### Met3 routing, run 1

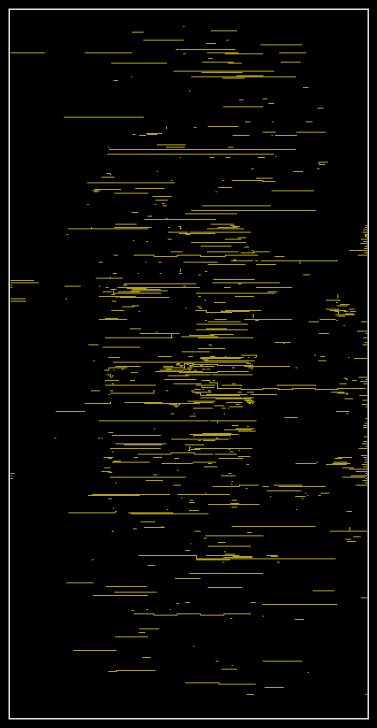
### The metal 2 layer, run 1

Scale bar: 50 um.
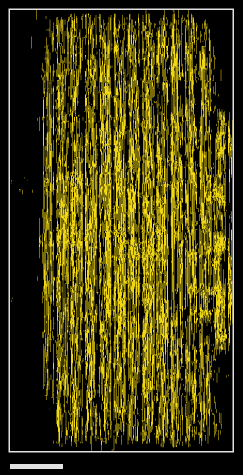
### Sequential cells grouped by signal name, run 1

Scale bar: 50 um. Other sequential cells in the stronger grey, the rest of the logic in the fainter grey.
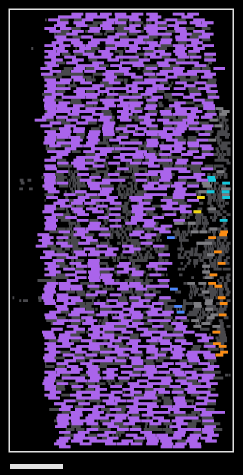
$ cat config.mk
export PLATFORM = sky130hd
export DESIGN_NAME = instr_issue
export DESIGN_NICKNAME = d
export VERILOG_FILES = /design/src/rtl/instr_issue.sv
export SDC_FILE = /design/constraint.sdc
export NUM_CORES = 1
export LEC_CHECK = 0
export CAP_MARGIN = 25
export CORE_ASPECT_RATIO = 2
export CORE_MARGIN = 2
export CORE_UTILIZATION = 50
export CTS_CLUSTER_SIZE = 24
export DETAILED_ROUTE_END_ITERATION = 10
export GPL_TIMING_DRIVEN = 1
export PLACE_DENSITY = 0.66
export SYNTH_ARGS = -nofsm -noshare
export SYNTH_HDL_FRONTEND = slang
export SYNTH_SLANG_ARGS = --single-unit
$ cat constraint.sdc
create_clock -name clk -period 5.1 [get_ports clk]
set_input_delay 1.02 -clock clk [delete_from_list [all_inputs] [get_ports clk]]
set_output_delay 1.02 -clock clk [all_outputs]
set_load 0.05 [all_outputs]
$ cat src/rtl/instr_issue.sv
// Instruction issue stage: streams a loaded program to the ALU, inserting NOP
// bubbles on read-after-write hazards, then drains two slots and pulses done.
module instr_issue #(
    parameter int          DEPTH     = 64,
    parameter logic [15:0] NOP_INSTR = 16'hF000,
    localparam int         AW        = $clog2(DEPTH)
) (
    input  logic          clk,
    input  logic          rst,
    input  logic          load_en,
    input  logic [AW-1:0] load_addr,
    input  logic [15:0]   load_data,
    input  logic          start,
    input  logic [AW:0]   prog_len,
    output logic [15:0]   instr,
    output logic          issue_valid,
    output logic [AW-1:0] pc,
    output logic          busy,
    output logic          done,
    output logic [15:0]   bubble_count
);

    // state | meaning
    // IDLE  | waiting for start, memory writable
    // RUN   | issuing program words or bubbles
    // DRAIN | two NOP slots to flush the ALU pipeline
    typedef enum logic [1:0] {IDLE, RUN, DRAIN} state_t;

    state_t      state;
    logic [15:0] imem [DEPTH];
    logic [AW:0] pc_q;
    logic [AW:0] len_q;
    logic [AW:0] len_eff;
    logic        h1_v, h2_v;
    logic [3:0]  h1_d, h2_d;
    logic        drain_second;

    logic [15:0] cand;
    logic [3:0]  op;
    logic        rd_a_en, rd_b_en, wr_en;
    logic        hazard;

    assign len_eff = (prog_len > (AW+1)'(DEPTH)) ? (AW+1)'(DEPTH) : prog_len;
    assign cand    = imem[pc_q[AW-1:0]];
    assign op      = cand[15:12];

    always_comb begin
        rd_a_en = 1'b1;
        rd_b_en = 1'b1;
        wr_en   = 1'b1;
        case (op)
            4'd15: begin rd_a_en = 1'b0; rd_b_en = 1'b0; wr_en = 1'b0; end
            4'd13: begin rd_a_en = 1'b0; rd_b_en = 1'b0; end
            4'd14: begin rd_a_en = 1'b0; wr_en = 1'b0; end
            default: ;
        endcase
        hazard = (rd_a_en && ((h1_v && h1_d == cand[11:8]) || (h2_v && h2_d == cand[11:8])))
              || (rd_b_en && ((h1_v && h1_d == cand[7:4])  || (h2_v && h2_d == cand[7:4])));
    end

    // Program memory has no reset so contents survive rst.
    always_ff @(posedge clk) begin
        if (!rst && load_en && state == IDLE)
            imem[load_addr] <= load_data;
    end

    always_ff @(posedge clk) begin
        if (rst) begin
            state        <= IDLE;
            instr        <= NOP_INSTR;
            issue_valid  <= 1'b0;
            pc_q         <= '0;
            len_q        <= '0;
            done         <= 1'b0;
            bubble_count <= '0;
            h1_v         <= 1'b0;
            h1_d         <= '0;
            h2_v         <= 1'b0;
            h2_d         <= '0;
            drain_second <= 1'b0;
        end else begin
            done <= 1'b0;
            case (state)
                IDLE: begin
                    instr       <= NOP_INSTR;
                    issue_valid <= 1'b0;
                    if (start) begin
                        pc_q         <= '0;
                        len_q        <= len_eff;
                        bubble_count <= '0;
                        h1_v         <= 1'b0;
                        h2_v         <= 1'b0;
                        drain_second <= 1'b0;
                        state        <= (len_eff == '0) ? DRAIN : RUN;
                    end
                end
                RUN: begin
                    h2_v <= h1_v;
                    h2_d <= h1_d;
                    if (hazard) begin
                        instr       <= NOP_INSTR;
                        issue_valid <= 1'b0;
                        h1_v        <= 1'b0;
                        if (bubble_count != 16'hFFFF)
                            bubble_count <= bubble_count + 16'd1;
                    end else begin
                        instr       <= cand;
                        issue_valid <= 1'b1;
                        h1_v        <= wr_en;
                        h1_d        <= cand[3:0];
                        pc_q        <= pc_q + (AW+1)'(1);
                        if (pc_q == len_q - (AW+1)'(1)) begin
                            state        <= DRAIN;
                            drain_second <= 1'b0;
                        end
                    end
                end
                DRAIN: begin
                    instr       <= NOP_INSTR;
                    issue_valid <= 1'b0;
                    h2_v        <= h1_v;
                    h2_d        <= h1_d;
                    h1_v        <= 1'b0;
                    if (drain_second) begin
                        state <= IDLE;
                        done  <= 1'b1;
                    end else begin
                        drain_second <= 1'b1;
                    end
                end
                default: state <= IDLE;
            endcase
        end
    end

    assign busy = (state != IDLE);
    assign pc   = pc_q[AW-1:0];

endmodule

==> results.yml, run 1 <==
# generated from flow reports
setup_path:
  worst_path_dominant_cell_family: "simple AND/OR/NAND/NOR gates"
  crit_fanout: 26
  cp.depth: 12
  cp.buffers_inverters: 1
  critical_path.max_stage_delay_ps: 780
placement:
  dp.final_hpwl_um: 76000
cts:
  cts_resized: 0
  clockBufferDepth: 3
  postCtsSetupBuffers: 0
  ctsHtreeMaxLevel: 3
route:
  first_pass_iters: 6
  drt-initial-drc-count: 2216
  drc: 0
die:
  fp.dieH_um: 418.7
  placementRows: 152
global_route:
  antenna_found_initial: 3
  grt_max_degree: 65
finish:
  insertedDiodeCount: 1
  final-clk-cell-share: 0.06004
  fin_cells: 3463
  largest_cell_class: "flip-flops and latches"
  final_cell_mix: "1024 x edfxtp_1, 277 x mux4_2, 130 x buf_4, 101 x nor2_1, 91 x clkbuf_16"
  nets: 2352
final_timing:
  setup_viol: 0
  max-slew-margin-rel: 0.3775
  tns_ps: 0
  hold_viol_final: 0
  fin_hold_ws_ps: 473.6
pwr:
  p_clk_frac: 0.358
  p_sw_mw: 4.740
  top_power_group: "registers"
run_status:
  status: "finished clean"
logic_synthesis:
  synthCells: 2116
  syn_nets: 2156
  top_cell: "edfxtp_1"
Back to the opening pictures, 'Met3 routing':
share of all routed wire: 5.4%
main direction: horizontal
wire length on this layer: 6240 um
Vias: 21982
met3 Use GR: 0.03550
DRT Wirelength: 115500 um

Back to the opening pictures, 'The metal 2 layer':
main direction: vertical
nets with wire on the layer: 2110
longest straight run: 241 um

Back to the opening pictures, 'Sequential cells grouped by signal name':
[cyan] `pc_q` | placed flops: 7 | where: east
[blue] `h2_d` | placed flops: 4
[orange] `bubble_count` | placed flops: 16
[purple] `imem` | placed flops: 1024 | where: spread over the die
[yellow] `state` | placed flops: 2

run 1: cells by family (layout without fill, tap and decap cells):
logic type | after synthesis | in the layout | synth area share
adder cells (fa/ha/maj) | 7 | 7 | 0.002037
other | 0 | 1 | 0
XOR/XNOR | 25 | 25 | 0.005092
AND-OR/OR-AND | 156 | 156 | 0.02660
multiplexers | 354 | 354 | 0.1632
buffers and inverters | 140 | 408 | 0.01612
AND/OR/NAND/NOR | 343 | 343 | 0.04056
flip-flops | 1091 | 1091 | 0.7463
run 1: state kept, by name, indices dropped and copies added, names as in the netlist, named ones only:
register	count
imem	1024
bubble_count	16
instr	16
len_q	7
pc_q	7
h1_d	4
h2_d	4
state	2
done	1
drain_second	1
h1_v	1
h2_v	1
issue_valid	1
run 1: through the flow:
step | instance area (um2) | utilization | power (mW)
floorplan | 43000 | - | 11.76
global placement | 45740 | 0.5344 | 12.67
detailed placement | 45870 | 0.5360 | 12.72
CTS | 48800 | 0.5702 | 19.61
global route | 48820 | 0.5705 | 20.07
finish | 48820 | 0.5705 | 19.50
run 1: worst min-delay path, cell delays in order, from the launching register on:
cell,delay [ps]
dfxtp_1,320
nand2_1,50
a21oi_1,60
run 1: worst min path at each step:
stage	slack (ps)	depth (start not counted)	to
6_report	470	2	len_q[6]
3_5_place_dp	470	2	len_q[6]
2_1_floorplan	450	2	len_q[6]
5_1_grt	500	2	instr[9]
3_3_place_gp	460	2	len_q[6]
4_1_cts	480	2	instr[10]
run 1: routing by layer:
metal  up-vias  share of wire  global-route usage
met1     11634           0.33              0.2933
met3       273          0.054             0.03550
met5         -        0.00011                   0
met2       909           0.54              0.4834
li1       9164              -                   -
met4         2          0.077              0.1765
==> inputs of run 2 (changes only) <==
- CORE_UTILIZATION: 50 -> 60
- PLACE_DENSITY: 0.66 -> 0.77
==> results.yml, run 2 <==
# generated from flow reports
route:
  wl_met3_um: 10990
  vias_per_cell: 6.972
  maxUsedRoutingLayer: "met5"
  drt-initial-drc-count: 3184
  wl_met2_um: 61080
  m1WireLength_um: 35870
  drc: 0
  first_pass_iters: 6
finish:
  largest_reg_flops: 1024
  reg_top3: "imem x1024, bubble_count x16, instr x16"
  nets: 2351
  comb_area_um2: 10260
  largest-register: "imem"
  final_cell_mix: "1024 x edfxtp_1, 277 x mux4_2, 132 x buf_4, 101 x nor2_1, 91 x clkbuf_16"
  fin_cells: 3296
  layout-area-overhead-vs-synth_pct: 13.38
  design_area_um2: 48750
run_status:
  status: "finished clean"
global_route:
  top_usage_layer: "met2"
  antenna_found_initial: 6
  grt_max_degree: 65
  grt_pass1_vias: 23939
  use_met1: 0.3603
  grt_use_met3: 0.06150
  grt_overflow_total: 0
  grtUsageTotal: 0.3291
cts:
  clock.latency.late_pin_ps: 690
  numClockSinks: 1091
  holdBufCountCts: 0
  ctsHtreeMaxLevel: 3
  clockBufferDepth: 3
  cts_resized: 1
  postCtsSetupBuffers: 0
logic_synthesis:
  yosys.area.top_type: "edfxtp_1"
  synthCells: 2116
  top_cell: "edfxtp_1"
  syn_nets: 2156
  syn-cell-area_um2: 43000
  synth_cell_type_count: 71
  async_reset_ff_frac: 0
  synth-seq-cells: 1091
  synthTopCellsByCount: "1024 x edfxtp_1, 277 x mux4_2, 115 x nor2_1"
  synth-edff-count: 1024
  topCellsByArea: "edfxtp_1 72%, mux4_2 15%, dfxtp_1 3.1%, mux2i_1 1.6%, nor2_1 1.0%"
die:
  die_x_um: 193.3
  fp.dieH_um: 382.6
  ioPinCount: 74
  die_area_um2: 73950
  placementRows: 138
  initCoreUtil: 0.6074
final_timing:
  finalCritPeriodShare: 0.9736
  setup_viol: 0
  fin_skew_ps: 36.24
  drv_slew: 0
  grt_setup_unrepaired: "false"
  hold_viol_final: 0
  tns_ps: 0
  fin_hold_ws_ps: 481.3
  max-slew-margin-rel: 0.2893
  fmax_mhz: 201.4
pwr:
  pwr_density_cell_nw_per_um2: 405.5
  p_leak_nw: 14.93
setup_path:
  worst_path_dominant_cell_family: "simple AND/OR/NAND/NOR gates"
  crit_fanout: 41
  arrival_ps: 5530
  cp.buffers_inverters: 1
  critical_path.max_stage_delay_ps: 750
placement:
  dp.final_hpwl_um: 73030
  dpl-instance-area_um2: 45500
  port_buffers: 73
min_path:
  hold_path.class: "flip-flop to flip-flop"
flow_run:
  drv_cap: 0
  warnings: 30
-- run 2: cell counts after synthesis --
Identical to the previous run, type by type.
-- run 2: final cells by class --
| cell class | count | area share |
|---|---|---|
| sequential | 1091 | 0.6585 |
| multi-input combinational | 885 | 0.2104 |
| clock buffer | 102 | 0.04756 |
| timing repair buffer | 228 | 0.04289 |
| tap | 910 | 0.02335 |
| clock inverter | 62 | 0.01589 |
| inverter | 17 | 0.001309 |
| antenna | 1 | 0.00005133 |
-- run 2: where the power goes --
| part | internal [mW] | switching (mW) | leakage, nW |
|---|---|---|---|
| combinational | 1.06 | 1.44 | 3.68 |
| clock | 4.07 | 3.21 | 1.50 |
| sequential | 9.87 | 0.123 | 9.75 |
| total | 15.0 | 4.78 | 14.9 |
-- run 2: logic make-up (layout without fill, tap and decap cells) --
family / count (synthesis) / after routing / synth area share
AOI/OAI and AO/OA: 156 / 156 / 0.02660
and+or+nand+nor: 343 / 343 / 0.04056
other: 0 / 1 / 0
xor gates and xnor gates: 25 / 25 / 0.005092
adders and majority gates: 7 / 7 / 0.002037
buffers and inverters: 140 / 409 / 0.01612
muxes: 354 / 354 / 0.1632
DFF: 1091 / 1091 / 0.7463
-- run 2: path summary, 6_finish.rpt --
kind,slack [ps],to,start,cells after the start
worst max-delay path,130,bubble_count[9],flip-flop,12
worst min-delay path,480,len_q[6],len_q[6],2
worst max register to register,130,bubble_count[9],flip-flop,12
worst min register to register,480,len_q[6],len_q[6],2
-- run 2: stage by stage --
stage / total power, mW / worst slack (ps) / utilization
2_1_floorplan: 11.76 / 1114 / -
3_3_place_gp: 12.57 / 77.81 / 0.6413
3_5_place_dp: 12.63 / 79.33 / 0.6427
4_1_cts: 19.81 / 240.8 / 0.6864
5_1_grt: 20.24 / 63.49 / 0.6887
6_report: 19.77 / 134.7 / 0.6887
### Met3 routing, run 2

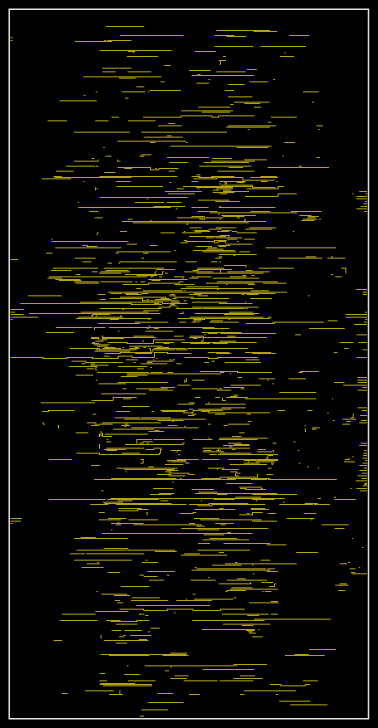
DRT Wirelength: 119400 um
Vias: 22980

### The metal 2 layer, run 2

Scale bar: 50 um.
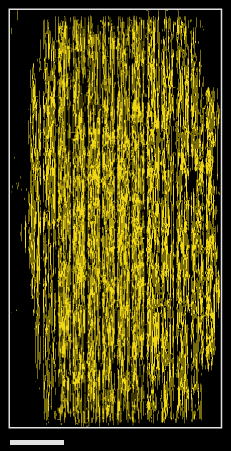
nets with wire on the layer: 2176
longest straight run: 140 um
met2 Track Usage GR: 0.5623

### Sequential cells grouped by signal name, run 2

Scale bar: 50 um. Other sequential cells in the stronger grey, the rest of the logic in the fainter grey.
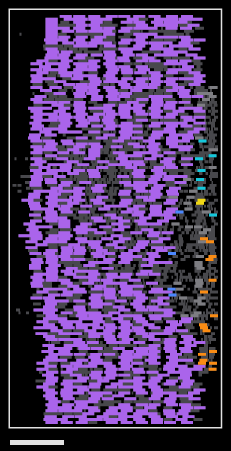
final core occ: 0.6887
seq pwr: 9.99 mW

No activity file was given, so power comes from the tool's default toggle rates.
